**src/rtl/vme_cmd_responder_if.sv**
```systemverilog
// Command channel and register-bus signals between the VME command source and
// vme_cmd_responder. dbg_state mirrors the responder FSM for observation.
interface vme_cmd_responder_if;
    // Handshakes: a command transfers on the clk edge where start && vme_cmd_rd;
    // vme_dat_wr is a one-cycle response strobe with no back-pressure;
    // bus_strobe is held until the clk edge where bus_ack is sampled high (or timeout).
    logic        start;
    logic [31:0] vme_cmd_reg;
    logic [31:0] vme_dat_reg_in;
    logic        vme_cmd_rd;
    logic        vme_dat_wr;
    logic [31:0] vme_dat_reg_out;
    logic        bus_strobe;
    logic        bus_write;
    logic [15:0] bus_addr;
    logic [15:0] bus_wdata;
    logic        bus_ack;
    logic [15:0] bus_rdata;
    logic [1:0]  dbg_state;

    modport master (
        output start, vme_cmd_reg, vme_dat_reg_in, bus_ack, bus_rdata,
        input  vme_cmd_rd, vme_dat_wr, vme_dat_reg_out,
        input  bus_strobe, bus_write, bus_addr, bus_wdata, dbg_state
    );

    modport slave (
        input  start, vme_cmd_reg, vme_dat_reg_in, bus_ack, bus_rdata,
        output vme_cmd_rd, vme_dat_wr, vme_dat_reg_out,
        output bus_strobe, bus_write, bus_addr, bus_wdata, dbg_state
    );
endinterface

```
**src/rtl/vme_cmd_responder.sv**
```systemverilog
// Target side of the VME command channel: decodes one command word and runs a
// single read or write on the 16-bit register bus, returning one response word.
module vme_cmd_responder #(
    parameter logic [7:0]  BOARD_TAG = 8'hA8,
    parameter logic [7:0]  TIMEOUT   = 8'd255,
    parameter logic [15:0] TO_DATA   = 16'hDEAD
) (
    input logic                clk,
    input logic                rst_n,
    vme_cmd_responder_if.slave vif
);

    typedef enum logic [1:0] {
        IDLE   = 2'd0,
        DECODE = 2'd1,
        BUS    = 2'd2,
        RESP   = 2'd3
    } state_t;

    state_t      state;
    state_t      state_next;
    logic [25:0] cmd_q;
    logic [15:0] wdat_q;
    logic [7:0]  to_cnt;
    logic        is_read;
    logic        cmd_valid;
    logic        bus_timeout;
    logic        load_resp;
    logic [31:0] resp_word;
    logic        unused_bits;

    assign unused_bits = ^{vif.vme_cmd_reg[31:26], vif.vme_dat_reg_in[31:16]};

    assign is_read     = cmd_q[25] & ~cmd_q[24];
    assign cmd_valid   = (cmd_q[25] ^ cmd_q[24]) && (cmd_q[23:16] == BOARD_TAG);
    // An ack on the final allowed cycle still wins over the timeout.
    assign bus_timeout = !vif.bus_ack && ((to_cnt + 8'd1) == TIMEOUT);
    assign vif.dbg_state = state;

    always_ff @(posedge clk) begin
        if (!rst_n) begin
            state <= IDLE;
        end else begin
            state <= state_next;
        end
    end

    always_comb begin
        state_next     = state;
        vif.vme_cmd_rd = 1'b0;
        vif.vme_dat_wr = 1'b0;
        load_resp      = 1'b0;
        resp_word      = '0;
        case (state)
            IDLE: begin
                vif.vme_cmd_rd = 1'b1;
                if (vif.start) state_next = DECODE;
            end
            DECODE: begin
                if (cmd_valid) begin
                    state_next = BUS;
                end else begin
                    state_next = RESP;
                    load_resp  = 1'b1;
                    resp_word  = {13'd0, is_read, 1'b1, 1'b0, TO_DATA};
                end
            end
            BUS: begin
                if (vif.bus_ack) begin
                    state_next = RESP;
                    load_resp  = 1'b1;
                    resp_word  = {13'd0, is_read, 1'b0, 1'b0,
                                  is_read ? vif.bus_rdata : wdat_q};
                end else if (bus_timeout) begin
                    state_next = RESP;
                    load_resp  = 1'b1;
                    resp_word  = {13'd0, is_read, 1'b0, 1'b1, TO_DATA};
                end
            end
            RESP: begin
                vif.vme_dat_wr = 1'b1;
                state_next     = IDLE;
            end
            default: state_next = IDLE;
        endcase
    end

    always_ff @(posedge clk) begin
        if (!rst_n) begin
            cmd_q               <= '0;
            wdat_q              <= '0;
            to_cnt              <= '0;
            vif.bus_strobe      <= 1'b0;
            vif.bus_write       <= 1'b0;
            vif.bus_addr        <= '0;
            vif.bus_wdata       <= '0;
            vif.vme_dat_reg_out <= '0;
        end else begin
            if (state == IDLE && vif.start) begin
                cmd_q  <= vif.vme_cmd_reg[25:0];
                wdat_q <= vif.vme_dat_reg_in[15:0];
            end
            if (state == DECODE && cmd_valid) begin
                vif.bus_strobe <= 1'b1;
                vif.bus_write  <= cmd_q[24];
                vif.bus_addr   <= cmd_q[15:0];
                vif.bus_wdata  <= wdat_q;
                to_cnt         <= '0;
            end
            if (state == BUS) begin
                to_cnt <= to_cnt + 8'd1;
                if (vif.bus_ack || bus_timeout) vif.bus_strobe <= 1'b0;
            end
            // The response word is registered on entry to RESP so it is valid with vme_dat_wr.
            if (load_resp) vif.vme_dat_reg_out <= resp_word;
        end
    end

endmodule

```
**src/flat_wrapper.sv**
```systemverilog
// flat-port wrapper written by rule: the top's interface ports become plain ports
module vme_cmd_responder_flat 
#(
    parameter logic [7:0]  BOARD_TAG = 8'hA8,
    parameter logic [7:0]  TIMEOUT   = 8'd255,
    parameter logic [15:0] TO_DATA   = 16'hDEAD
)
  (clk, rst_n, vif_start, vif_vme_cmd_reg, vif_vme_dat_reg_in, vif_bus_ack, vif_bus_rdata, vif_vme_cmd_rd, vif_vme_dat_wr, vif_vme_dat_reg_out, vif_bus_strobe, vif_bus_write, vif_bus_addr, vif_bus_wdata, vif_dbg_state);
  vme_cmd_responder_if vif_i ();
  input logic clk;
  input logic rst_n;
  input wire logic [$bits(vif_i.start)-1:0] vif_start;
  input wire logic [$bits(vif_i.vme_cmd_reg)-1:0] vif_vme_cmd_reg;
  input wire logic [$bits(vif_i.vme_dat_reg_in)-1:0] vif_vme_dat_reg_in;
  input wire logic [$bits(vif_i.bus_ack)-1:0] vif_bus_ack;
  input wire logic [$bits(vif_i.bus_rdata)-1:0] vif_bus_rdata;
  output wire logic [$bits(vif_i.vme_cmd_rd)-1:0] vif_vme_cmd_rd;
  output wire logic [$bits(vif_i.vme_dat_wr)-1:0] vif_vme_dat_wr;
  output wire logic [$bits(vif_i.vme_dat_reg_out)-1:0] vif_vme_dat_reg_out;
  output wire logic [$bits(vif_i.bus_strobe)-1:0] vif_bus_strobe;
  output wire logic [$bits(vif_i.bus_write)-1:0] vif_bus_write;
  output wire logic [$bits(vif_i.bus_addr)-1:0] vif_bus_addr;
  output wire logic [$bits(vif_i.bus_wdata)-1:0] vif_bus_wdata;
  output wire logic [$bits(vif_i.dbg_state)-1:0] vif_dbg_state;
  assign vif_i.start = vif_start;
  assign vif_i.vme_cmd_reg = vif_vme_cmd_reg;
  assign vif_i.vme_dat_reg_in = vif_vme_dat_reg_in;
  assign vif_i.bus_ack = vif_bus_ack;
  assign vif_i.bus_rdata = vif_bus_rdata;
  assign vif_vme_cmd_rd = vif_i.vme_cmd_rd;
  assign vif_vme_dat_wr = vif_i.vme_dat_wr;
  assign vif_vme_dat_reg_out = vif_i.vme_dat_reg_out;
  assign vif_bus_strobe = vif_i.bus_strobe;
  assign vif_bus_write = vif_i.bus_write;
  assign vif_bus_addr = vif_i.bus_addr;
  assign vif_bus_wdata = vif_i.bus_wdata;
  assign vif_dbg_state = vif_i.dbg_state;
  vme_cmd_responder #(.BOARD_TAG(BOARD_TAG), .TIMEOUT(TIMEOUT), .TO_DATA(TO_DATA)) u_core (.clk(clk), .rst_n(rst_n), .vif(vif_i));
endmodule
```
**config.mk**
```make
export PLATFORM = sky130hd
export DESIGN_NAME = vme_cmd_responder_flat
export DESIGN_NICKNAME = d
export VERILOG_FILES = /design/src/rtl/vme_cmd_responder_if.sv /design/src/rtl/vme_cmd_responder.sv /design/src/flat_wrapper.sv
export SDC_FILE = /design/constraint.sdc
export NUM_CORES = 1
export LEC_CHECK = 0
export CAP_MARGIN = 15
export CELL_PAD_IN_SITES_DETAIL_PLACEMENT = 1
export CELL_PAD_IN_SITES_GLOBAL_PLACEMENT = 1
export CORE_MARGIN = 2
export CORE_UTILIZATION = 33
export DETAILED_ROUTE_END_ITERATION = 10
export PLACE_DENSITY = 0.82
export SLEW_MARGIN = 20
export SYNTH_ARGS = -nofsm -noshare
export SYNTH_HDL_FRONTEND = slang
export SYNTH_SLANG_ARGS = --single-unit
```
**constraint.sdc**
```tcl
create_clock -name clk -period 2.6 [get_ports clk]
set_clock_uncertainty 0.05 [all_clocks]
set_input_delay 0.52 -clock clk [delete_from_list [all_inputs] [get_ports clk]]
set_output_delay 0.52 -clock clk [all_outputs]
set_load 0.01 [all_outputs]
```
==> Changelog: implementation, run 1 <==
### Physical design

* Outcome: finished clean
* N_diodes at 0
* Area growth syn-to-layout at 35.5%
* Buffering overhead at 0.209
* Post-synthesis cell count at ~520
* Comb/total area at 0.357
* Post-CTS Resized at 0
* Mean post-synth cell area at about 8.6 µm²
* OpenROAD warning count at 52
* Hold Crit Depth at 2
* Pre-CTS setup slack at approximately 0.32 ns
* Worst Path Arrival at between 2 and 3 ns
* Die width at 121 µm
* # Post-CTS Setup Buffers at 0
* Die area at 0.0146 mm²
* DRC viols at 0
* # rows at between 40 and 50
* Cell Pwr Density at 787 mW/mm²
* Logic pwr share at 0.289
* Global Route met1 Usage at 0.223
* Wire length on met3 at 658 µm
* DRT iter0 DRCs at 164
* DRT Wirelength at 12700 µm
* Multi-input logic area at 0.00218 mm²
* Met3 GRT Util at 0.0451
* Most common logic cells in the final layout: 167 x nand2_1, 117 x clkdlybuf4s50_1, 105 x dfxtp_1, 79 x a21boi_0, 16 x mux2_2
* Final clock-cell share at 0.0497
* Largest class: multi-input combinational cells
* Total track usage at 0.181
* Largest Pwr Group: registers
* Critical path depth at 5
* Crit path max fanout at 23
* Largest net degree at the start of global routing at around 51
* CTS clk-pin slew, worst paths at approximately 0.070 ns
* Setup TNS at 0 ns
* Worst hold path startpoint: u_core.vif.bus_addr[4]$_SDFFE_PN0P_
* CTS Buf Count at 9
* Critical path's largest stage delay at 0.56 ns
* Final antenna-violating net count at 0
* Final HPWL DP at 8830 µm
* Hold Crit Endpoint: u_core.vif.bus_addr[4]$_SDFFE_PN0P_
* Via/cell ratio at 4.91
* YS chip area at 0.00451 mm²
* Fin crit period at 2.30 ns
* Worst slew pin tran at 0.593 ns
* Clkbuf count at 10
* Sink Count at 105
* Dominant logic cell type in the layout: nand2_1
* Vias in the first global route at 4079
* Yosys cell types at 38
* Min-delay worst type: flip-flop to flip-flop
* First-pass GRT wire length at between 20000 and 25000 µm
* GPL Wtd Cong at roughly 0.84
* Ys async rst share at 0
* Fraction of area in registers at 0.344
* Max-cap violation count at 0
* Largest delay share family, worst path: AND-OR/OR-AND gates
* DRT met1 WL at between 5000 and 6000 µm
* CP Class: flip-flop to flip-flop
* Slew margin rel. at 0.602
* CP required at 2.85 ns
* Register-to-register path setup slack at 0.30 ns
* Drt first pass iters at 4
* Crit-path cells: ha_1 > a21oi_1 > a211oi_1 > a41o_2 > o221a_2
* Later-pin clock latency in the skew report at 0.36 ns
* Ys flops at roughly 110
* Total grt overflow at 0
* Flip-flops at roughly 110
* R2R cell count at 5
* #MultiIn Comb at 375
* Clock power frac at 0.294
* Non-CTS inverters at 8
* TAP cells at 176
* Port Buffers at 118
* Post-synth EDFFs at 0
* Critical Path End: u_core.vif.vme_dat_reg_out[15]$_SDFFE_PN0P_
* DR vias at ~4000
* Comb pwr at 0.00139 W
* RSZ-0062 raised after global routing: no
* IO Count at 154
* Core area at between 0.01 and 0.015 mm²
* Share of layout cells above drive strength 1 at 0.0998
* Final Worst Setup Slack at 0.300 ns
* P_clk at 0.00142 W
* Met2 wire len at ~6000 µm
* Crit path launch: u_core.to_cnt[0]$_SDFFE_PN0P_
* H-Tree Depth at 3
* Root Driver: clkbuf_16
* Maximum VDD drop at approximately 390 µV
* Warnings, synthesis at 0
* Yosys cell count at 524
* Met2 Resource Use GR at 0.298
* Total Nets Final at slightly above 700
* Non-clock buffer count at 128
* FF-to-FF End: u_core.vif.vme_dat_reg_out[15]$_SDFFE_PN0P_
* Seq power at 0.00201 W
* CP Capture Type: flip-flop
* Top FF cell, synth: dfxtp_1
* Setup violations, final at 0
* Final hold violations at 0
* Mapped cell area at 0.00451 mm²
* WP buf/inv at 0
* Register Area at about 0.0021 mm²
* Pint at 0.00326 W
* Sw Share at 0.323
* Initial antenna violation count at 0
* RR Startpoint: u_core.to_cnt[0]$_SDFFE_PN0P_
* Sequential share of power at 0.417
* DR top layer: met4
* Highest Clock Rate at 435 MHz
* Final Cycle Share at 0.885
* Max Slew Vio Count at 0
* CP max-delay cell: a41o_2
* CTS tree: done
* Hold buffer count at CTS at 0
* Seq/Total Area, Yosys at 0.466
* P_sw at 0.00155 W
* Maximum clock insertion buffer count at 2
* Leakage at 2.20 nW
* Die Ht at around 120 µm
* Initial Util at 0.339
* Fill cells at 1543
* CP Launch Type: flip-flop
run 1: cells by family after synthesis:
| family | share of synthesized area |
|---|---|
| flops | 0.466 |
| mux | 0.0466 |
| other cells | 0.000831 |
| fa+ha+maj | 0.0194 |
| compound gates | 0.208 |
| buf+inv | 0.0610 |
| simple gates | 0.198 |
run 1: per-stage QoR:
step	hold slack, ns	cells	cell area (µm²)	utilization	power, W
6_report	0.414	807	6120	0.460	0.00481
5_1_grt	0.440	807	6120	0.460	0.00511
4_1_cts	0.418	807	6120	0.460	0.00488
3_5_place_dp	0.408	792	5810	0.437	0.00345
3_3_place_gp	0.395	792	5810	0.437	0.00338
2_1_floorplan	0.381	536	4560	-	0.00286
run 1: state kept, by name, summed over array words and instances, names as in the netlist:
register / flops
u_core.vif.bus_write: 1
u_core.cmd_q: 26
u_core.vif.bus_addr: 16
u_core.wdat_q: 16
u_core.vif.dbg_state: 2
u_core.vif.bus_wdata: 16
u_core.vif.bus_strobe: 1
u_core.to_cnt: 8
u_core.vif.vme_dat_reg_out: 19
run 1: Yosys cell counts (all sizes together) (2+ instances only):
cell / instances / area share
and2: 4 / 0.0055
dfxtp: 105 / 0.47
nand4: 2 / 0.0028
nand3b: 2 / 0.0033
a21oi: 4 / 0.0044
a21boi: 79 / 0.13
nand2: 169 / 0.14
nor3: 7 / 0.0078
ha: 7 / 0.019
mux2i: 3 / 0.0067
o211a: 2 / 0.0044
mux2: 16 / 0.040
nor2b: 8 / 0.011
a211oi: 2 / 0.0033
inv: 8 / 0.0067
o21a: 3 / 0.0050
clkbuf: 29 / 0.024
nor2: 6 / 0.0050
o211ai: 2 / 0.0044
o21ai: 12 / 0.013
nand3: 11 / 0.012
and3: 2 / 0.0028
o221a: 13 / 0.032
buf: 19 / 0.030
Fig. 1: run 1, met1 routing
Scale bar: 20 µm.
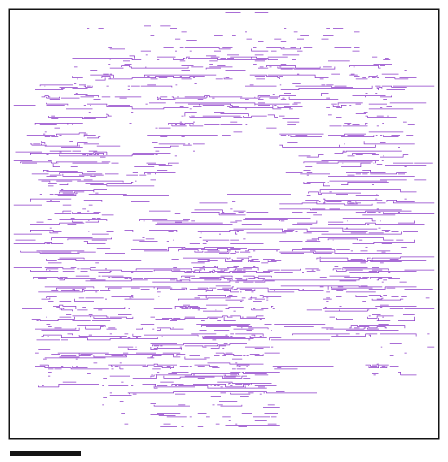
nets with wire on the layer	614
longest straight run	27.1 µm
wire length on this layer	5710 µm

Fig. 2: run 1, M2 wires
Scale bar: 20 µm. Cells faint in the background.
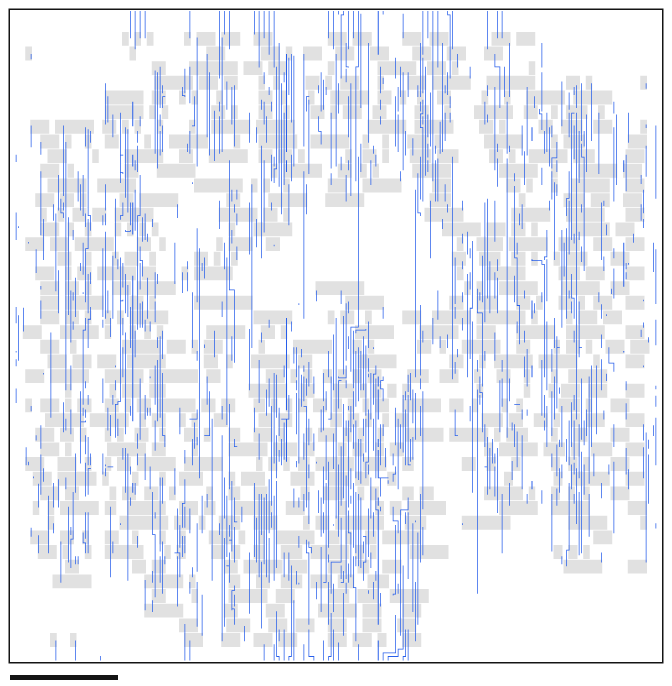
wire length on this layer	6000 µm
share of all routed wire	47%
nets with wire on the layer	606

Fig. 3: run 1, the metal 3 layer
Scale bar: 20 µm. Cells faint in the background.
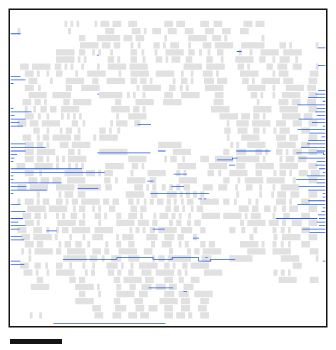
nets with wire on the layer	88
longest straight run	42.6 µm

Fig. 4: run 1, routing congestion map
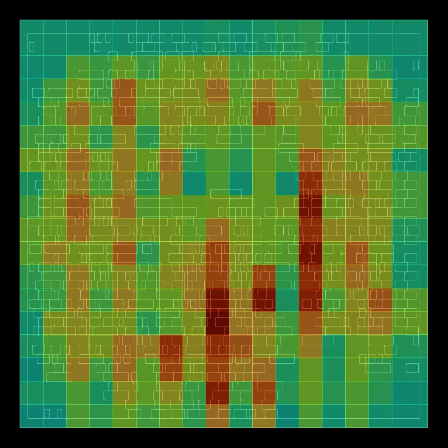
GRT Max-Usage Layer: met2
drt wl/cell: 15.8 µm

## Run 2: what changed since run 1
Settings changed: CELL_PAD_IN_SITES_DETAIL_PLACEMENT 1 to not set, CELL_PAD_IN_SITES_GLOBAL_PLACEMENT 1 to not set, CORE_UTILIZATION 33 to 35, PLACE_DENSITY 0.82 to 0.66.
==> run 2 against run 1 <==
Effect of this change: critical path depth is 2 higher; via count fell by 3.3%; worst hold slack got worse by 0.0034 ns; count of clock-buffer cells in the layout is the same; clock power decreased by 4%; worst setup slack improved by 0.016 ns; largest cell class unchanged; register-to-register slack better by 0.02 ns; routed wire length is 9.2% lower; utilization up 2.2 points.
==> Changelog: implementation, run 2 <==
### Physical design

* Critical Path End: u_core.vif.dbg_state[0]$_SDFFE_PN0P_
* Post-synthesis cell count at 524 (unchanged)
* CTS Buf Count at 9 (unchanged)
* Share of layout cells above drive strength 1 at 0.0979 (-0.00190)
* Final hold violations at 0 (unchanged)
* Die Ht at 118 µm (-2.8%)
* RR Startpoint: u_core.to_cnt[1]$_SDFFE_PN0P_
* # rows at 41 (-2.4%)
* # Post-CTS Setup Buffers at 0 (unchanged)
* IO Count at 154 (unchanged)
* Post-synth EDFFs at 0 (unchanged)
* CTS clk-pin slew, worst paths at 0.07 ns (about the same)
* FF-to-FF End: u_core.vif.dbg_state[0]$_SDFFE_PN0P_
* Seq/Total Area, Yosys at 0.466 (unchanged)
* Area fraction in xor and xnor cells at 0 (unchanged)
* Cell Pwr Density at 774 mW/mm² (-1.7%)
* Warnings, synthesis at 0 (unchanged)
* Register-to-register path setup slack at 0.32 ns (+0.02 ns)
* Fin crit period at 2.28 ns (-0.0158 ns)
* Later-pin clock latency in the skew report at 0.35 ns (about the same)
* Aoi share at 0.208 (unchanged)
* H-Tree Depth at 3 (unchanged)
* Yosys cell types at 38 (unchanged)
* Adder share at 0.0194 (unchanged)
* Die area at 0.0138 mm² (-5.5%)
* Largest Pwr Group: registers
* Area growth syn-to-layout at 34.8%
* Initial Util at 0.358 (+0.0182)
* DRT iter0 DRCs at 197 (+20%)
* Port Buffers at 118 (unchanged)
* Top cell area share at 0.466 (unchanged)
* GRT Max-Usage Layer: met2
* Core area at 0.0126 mm² (-5.1%)
* Min-delay worst type: flip-flop to flip-flop
* Dpl cell area at 0.00579 mm² (-0.45%)
* Hold Worst Slack at 0.410 ns (-0.00337 ns)
* Worst Path Arrival at 2.48 ns (-0.07 ns)
* Outcome: finished clean
* Max-cap violation count at 0 (unchanged)
* Crit path max fanout at 8 (-65%)
* Wire length on met3 at 909 µm (+38%)
* P_sw at 0.00149 W (-4.1%)
* Drt first pass iters at 4 (unchanged)
* Root Driver: clkbuf_16
* Maximum VDD drop at 364 µV (-6.7%)
* Final HPWL DP at 8060 µm (-8.6%)
* Sequential share of power at 0.426 (+0.009)
* Most common logic cells in the final layout: 168 x nand2_1, 117 x clkdlybuf4s50_1, 105 x dfxtp_1, 79 x a21boi_0, 16 x mux2_2
* Final antenna-violating net count at 0 (unchanged)
* Via/cell ratio at 4.76 (-3.0%)
* Sw Share at 0.317 (-0.00609)
* GPL Wtd Cong at 0.847 (+0.71%)
* Ys async rst share at 0 (unchanged)
* Sink Count at 105 (unchanged)
* Main logic family after synthesis: AND-OR/OR-AND gates
* Hold buffer count at CTS at 0 (unchanged)
* Yosys cell count at 524 (unchanged)
* CP Capture Type: flip-flop
* Post-CTS Resized at 0 (unchanged)
* Top FF cell, synth: dfxtp_1
* DRC viols at 0 (unchanged)
* Total Nets Final at 719 (+0.14%)
* Mux share at 0.0466 (unchanged)
* OpenROAD warning count at 52 (unchanged)
* Mapped cell area at 0.00451 mm² (unchanged)
* R2R cell count at 7 (+2)
* CP Launch Type: flip-flop
* Met2 wire len at 5110 µm (-15%)
* DR top layer: met4
* P_clk at 0.00137 W (-4%)
* N_diodes at 0 (unchanged)
* Setup violations, final at 0 (unchanged)
* Total grt overflow at 0 (unchanged)
* YS chip area at 0.00451 mm² (unchanged)
* DRT met1 WL at 5160 µm (-9.6%)
* Die width at 118 µm (-2.8%)
* Leakage at 2.20 nW (-0.11%)
* Yosys top cell by instances: nand2_1
* Final Cycle Share at 0.879 (-0.00608)
* Dominant logic cell type in the layout: nand2_1
* DR vias at 3833 (-3.3%)
* CP required at 2.79 ns (-0.06 ns)
* Design Area, Final at 0.00608 mm² (-0.55%)
* Synth top area cells: dfxtp_1 47%, nand2_1 14%, a21boi_0 13%, mux2_2 4.0%, o221a_2 3.2%
* First-pass GRT wire length at 18500 µm (-10%)
* Ys flops at 105 (unchanged)
* Post-synth top area cell: dfxtp_1
* Setup TNS at 0 ns (unchanged)
* Logic pwr share at 0.283 (-0.006)
* Slew margin rel. at 0.592 (-0.0104)
* Crit path launch: u_core.to_cnt[1]$_SDFFE_PN0P_
* Yosys simple share at 0.198 (unchanged)
* Clock power frac at 0.291 (-0.003)
* CP Class: flip-flop to flip-flop
* Mean post-synth cell area at 8.61 µm² (unchanged)
run 2: cell counts after synthesis:
Identical to the previous run, type by type.
run 2: area by class of cell:
class	count	area, µm²	share of cell area
multi-input cells	375	2180	0.358
repair buffers	129	1260	0.207
clock buffers	10	229	0.0376
well taps	172	215	0.0354
flip-flops and latches	105	2100	0.346
clock inverters	6	67.6	0.0111
inverters	8	30.0	0.00494
run 2: worst min path at each step:
stage	start	end	slack, ns	depth (start not counted)
floorplan	u_core.to_cnt[7]$_SDFFE_PN0P_	u_core.to_cnt[7]$_SDFFE_PN0P_	0.38	1
CTS	u_core.vif.bus_addr[11]$_SDFFE_PN0P_	u_core.vif.bus_addr[11]$_SDFFE_PN0P_	0.42	2
global placement	u_core.cmd_q[19]$_SDFFE_PN0P_	u_core.cmd_q[19]$_SDFFE_PN0P_	0.40	2
detailed placement	u_core.vif.vme_dat_reg_out[8]$_SDFFE_PN0P_	u_core.vif.vme_dat_reg_out[8]$_SDFFE_PN0P_	0.41	2
global route	u_core.cmd_q[21]$_SDFFE_PN0P_	u_core.cmd_q[21]$_SDFFE_PN0P_	0.44	2
finish	u_core.vif.bus_wdata[12]$_SDFFE_PN0P_	u_core.vif.bus_wdata[12]$_SDFFE_PN0P_	0.41	2
run 2: stage by stage:
step                      worst slack [ns]  std cells   util  power (W)
after floorplan                      0.612        536      -    0.00286
after global placement               0.438        789  0.459    0.00335
after detailed placement             0.392        789  0.459    0.00339
after CTS                            0.358        805  0.482    0.00476
after global routing                 0.122        805  0.482    0.00497
final                                0.316        805  0.482    0.00471
run 2: worst max-delay path: stages (launching register included):
cell      delay [ns]
dfxtp_1         0.47
ha_1            0.36
a21oi_1         0.07
nor2_1          0.13
o211ai_2        0.13
a211oi_1        0.57
nor2b_1         0.11
o221a_2         0.29
Fig. 5: run 2, M2 wires
Scale bar: 20 µm. Cells faint in the background.
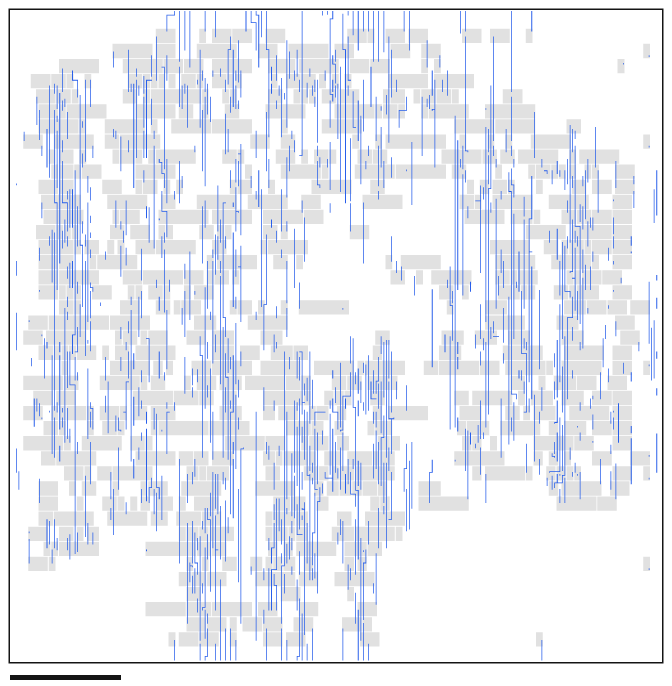
longest straight run	56.1 µm
wire length on this layer	5110 µm

Fig. 6: run 2, met1 routing
Scale bar: 20 µm.
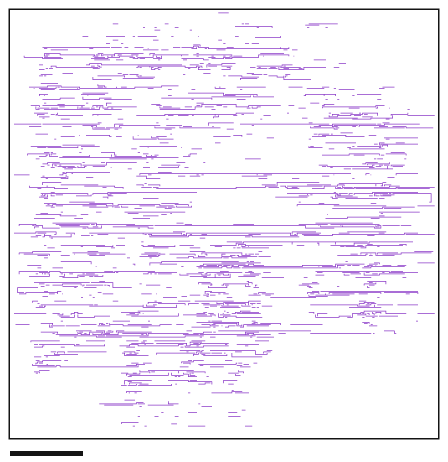
main direction	horizontal
wire length on this layer	5160 µm
share of all routed wire	45%

Fig. 7: run 2, routing congestion map
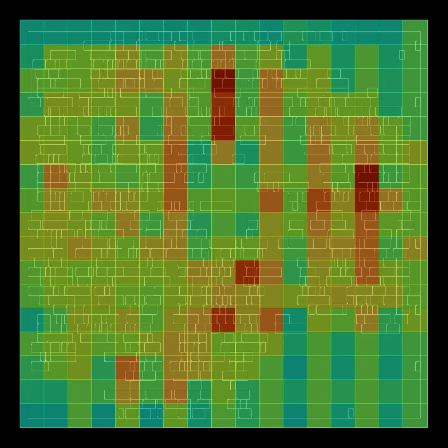
total track usage: 0.167
met2 Resource Use GR: 0.265
drt wl/cell: 14.3 µm
Global Route met1 Usage: 0.198
met3 GRT Util: 0.0635

## Run 3: what changed since run 2
Settings changed: CORE_UTILIZATION 35 to 46, PLACE_DENSITY 0.66 to 0.83.
==> run 3 against run 2 <==
Effect of this change: register-to-register slack gained 0.07 ns; combinational power is essentially flat; highest routed layer unchanged; via count grew 2.5%; die size shrank 23%; sequential power is essentially flat; final area shrank 2.3%; largest power group unchanged; sequential cell count is the same; non-clock buffer count shrank 2; first-iteration DRC count shrank 8.6%; synthesized area is the same; maximum frequency grew 1.3%; critical path depth shrank 4.
==> Changelog: implementation, run 3 <==
### Physical design

* CP max-delay cell: clkdlybuf4s50_1
* Worst slew pin tran at 0.563 ns
* Total Nets Final at 717 (-0.28%)
* Ys flops at 105 (unchanged)
* CP Capture Type: output pin
* Mapped cell area at 0.00451 mm² (unchanged)
* CTS tree: done
* RSZ-0062 raised after global routing: no
* Yosys cell count at 524 (unchanged)
* DRT met1 WL at 4660 µm (-9.6%)
* CP Class: flip-flop to output pin
* Largest delay share family, worst path: buffers and inverters
* Cell Pwr Density at 739 mW/mm² (-4.4%)
* Wire length on met3 at 918 µm (+0.99%)
* Area growth syn-to-layout at 31.7%
* Maximum VDD drop at 369 µV (+1.4%)
* Hold Worst Slack at 0.415 ns (+0.00457 ns)
* # rows at 36 (-12%)
* DRC viols at 0 (unchanged)
* Sink Count at 105 (unchanged)
* Vias in the first global route at 3740
* CP Launch Type: flip-flop
* Top cell area share at 0.466 (unchanged)
* Mean post-synth cell area at 8.61 µm² (unchanged)
* CTS clk-pin slew, worst paths at 0.11 ns (+0.04 ns)
* YS chip area at 0.00451 mm² (unchanged)
* Yosys cell types at 38 (unchanged)
* Most common logic cells in the final layout: 168 x nand2_1, 117 x clkdlybuf4s50_1, 105 x dfxtp_1, 79 x a21boi_0, 16 x mux2_2
* Dominant logic cell type in the layout: nand2_1
* Met2 wire len at 5230 µm (+2.3%)
* Drt wl/cell at 14.4 µm (+0.57%)
* Via/cell ratio at 5.14 (+8.0%)
* Post-synthesis cell count at 524 (unchanged)
* Fin crit period at 2.26 ns (-0.0286 ns)
* Core area at 0.00964 mm² (-24%)
* Warnings, synthesis at 0 (unchanged)
* GRT Max-Usage Layer: met2
* Top FF cell, synth: dfxtp_1
* H-Tree Depth at 3 (unchanged)
* # Post-CTS Setup Buffers at 0 (unchanged)
* Crit-path cells: inv_1 > ha_1 > clkdlybuf4s50_1
* Yosys top cell by instances: nand2_1
* R2R cell count at 7 (unchanged)
* Highest Clock Rate at 443 MHz
* Hold buffer count at CTS at 0 (unchanged)
* Final Cycle Share at 0.868 (-0.0110)
* Slew margin rel. at 0.625 (+0.0330)
* Hold Crit Depth at 2 (unchanged)
* Register-to-register path setup slack at 0.39 ns (+0.07 ns)
* Port Buffers at 118 (unchanged)
* Final antenna-violating net count at 0 (unchanged)
* Seq/Total Area, Yosys at 0.466 (unchanged)
* Ys async rst share at 0 (unchanged)
* Later-pin clock latency in the skew report at 0.37 ns (+0.02 ns)
* DRT iter0 DRCs at 180 (-8.6%)
* DR vias at 3930 (+2.5%)
* Drt first pass iters at 4 (unchanged)
* Min-delay worst type: flip-flop to flip-flop
* Max-cap violation count at 0 (unchanged)
* Post-synth EDFFs at 0 (unchanged)
* CTS Buf Count at 9 (unchanged)
* IO Count at 154 (unchanged)
* Synth top area cells: dfxtp_1 47%, nand2_1 14%, a21boi_0 13%, mux2_2 4.0%, o221a_2 3.2%
* Top flop regs: u_core.cmd_q: 26 flops, u_core.vif.vme_dat_reg_out: 19 flops
* Outcome: finished clean
* Post-CTS Resized at 0 (unchanged)
* Total grt overflow at 0 (unchanged)
* OpenROAD warning count at 52 (unchanged)
* DR top layer: met4
* Initial Util at 0.468 (+0.111)
* Post-synth top area cell: dfxtp_1
* CP required at 2.03 ns (-0.76 ns)
* Max Slew Vio Count at 0
* Critical path depth at 3 (-4)
* Final hold violations at 0 (unchanged)
* Worst Path Arrival at 1.69 ns (-0.79 ns)
* Max FFs per register at 26
* Crit path max fanout at 6 (-2)
* Setup TNS at 0 ns (unchanged)
* Final HPWL DP at 7690 µm (-4.6%)
* Share of layout cells above drive strength 1 at 0.0967 (-0.00127)
* N_diodes at 0 (unchanged)
* Register Area at 0.00210 mm² (unchanged)
* Die Ht at 103 µm (-12%)
* Root Driver: clkbuf_8
* Die area at 0.0106 mm² (-23%)
* GPL Wtd Cong at 0.879 (+3.8%)
* Die width at 103 µm (-12%)
* WP buf/inv at 2 (+2)
* Leakage at 2.15 nW (-2.1%)
* First-pass GRT wire length at 17100 µm (-7.6%)
* Multi-input logic area at 0.00218 mm² (unchanged)
* Met3 GRT Util at 0.0624 (-0.00110)
* Largest Register: u_core.cmd_q
* Setup violations, final at 0 (unchanged)
* DRT Wirelength at 11000 µm
* Met2 Resource Use GR at 0.343 (+0.0780)
* Fill cells at between 800 and 900
* Critical path's largest stage delay at 0.57 ns (about the same)
-- run 3: logic make-up after synthesis --
| kind of cell | Yosys count | share of synthesized area |
|---|---|---|
| other | 1 | 0.000831 |
| buffers and inverters | 56 | 0.0610 |
| AND/OR/NAND/NOR | 214 | 0.198 |
| adder cells (fa/ha/maj) | 7 | 0.0194 |
| flip-flops | 105 | 0.466 |
| multiplexers | 19 | 0.0466 |
| AND-OR/OR-AND | 122 | 0.208 |
-- run 3: where the power goes --
group          switching, W  total, W  internal (W)
registers          0.000169   0.00200       0.00184
logic              0.000706   0.00133      0.000624
clock network      0.000596   0.00106      0.000464
-- run 3: path summary, 6_finish.rpt --
check,endpoint,start
worst max-delay path,vif_vme_cmd_rd,u_core.vif.dbg_state[1]$_SDFFE_PN0P_
worst min-delay path,u_core.vif.vme_dat_reg_out[18]$_SDFFE_PN0P_,u_core.vif.vme_dat_reg_out[18]$_SDFFE_PN0P_
worst max register to register,u_core.vif.vme_dat_reg_out[2]$_SDFFE_PN0P_,u_core.cmd_q[24]$_SDFFE_PN0P_
worst min register to register,u_core.vif.vme_dat_reg_out[18]$_SDFFE_PN0P_,u_core.vif.vme_dat_reg_out[18]$_SDFFE_PN0P_
-- run 3: metrics by stage --
step	power (W)	worst slack, ns	utilization	cells	cell area, µm²
floorplan	0.00286	0.612	-	536	4560
global placement	0.00331	0.470	0.595	748	5740
detailed placement	0.00337	0.410	0.595	748	5740
CTS	0.00443	0.339	0.616	764	5940
global route	0.00464	0.200	0.616	764	5940
finish	0.00439	0.344	0.616	764	5940
-- run 3: layout make-up --
type                            count  share of cell area
Timing Repair Buffer              127               0.211
Clock buffer                        9              0.0208
Inverter                            8             0.00505
Clock inverter                      7              0.0139
Tap cell                          133              0.0280
Sequential cell                   105               0.354
Multi-Input combinational cell    375               0.367
Fig. 8: run 3, met1 routing
Scale bar: 20 µm.
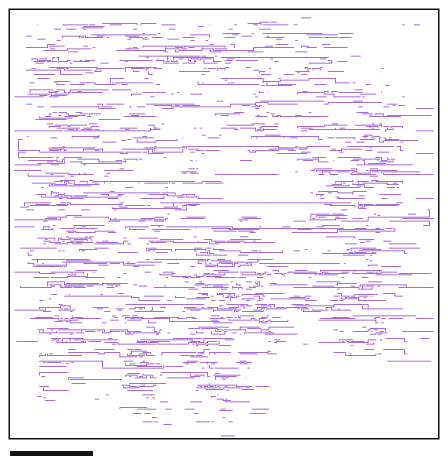
longest straight run	46.0 µm
wire length on this layer	4660 µm
nets with wire on the layer	604

Fig. 9: run 3, routing congestion map
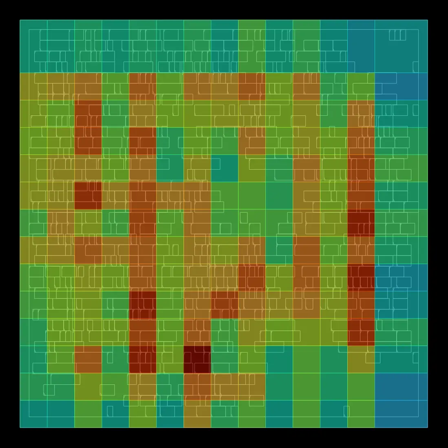
Core Util, Final: 0.616
Global Route met1 Usage: 0.248
total track usage: 0.205

Fig. 10: run 3, the metal 3 layer
Scale bar: 20 µm. Cells faint in the background.
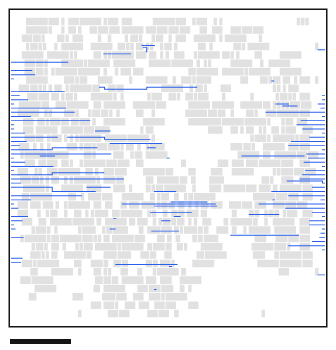
nets with wire on the layer	99
share of all routed wire	8.3%
wire length on this layer	919 µm

Power figures rest on the tool's default switching activity, not on a simulated workload.
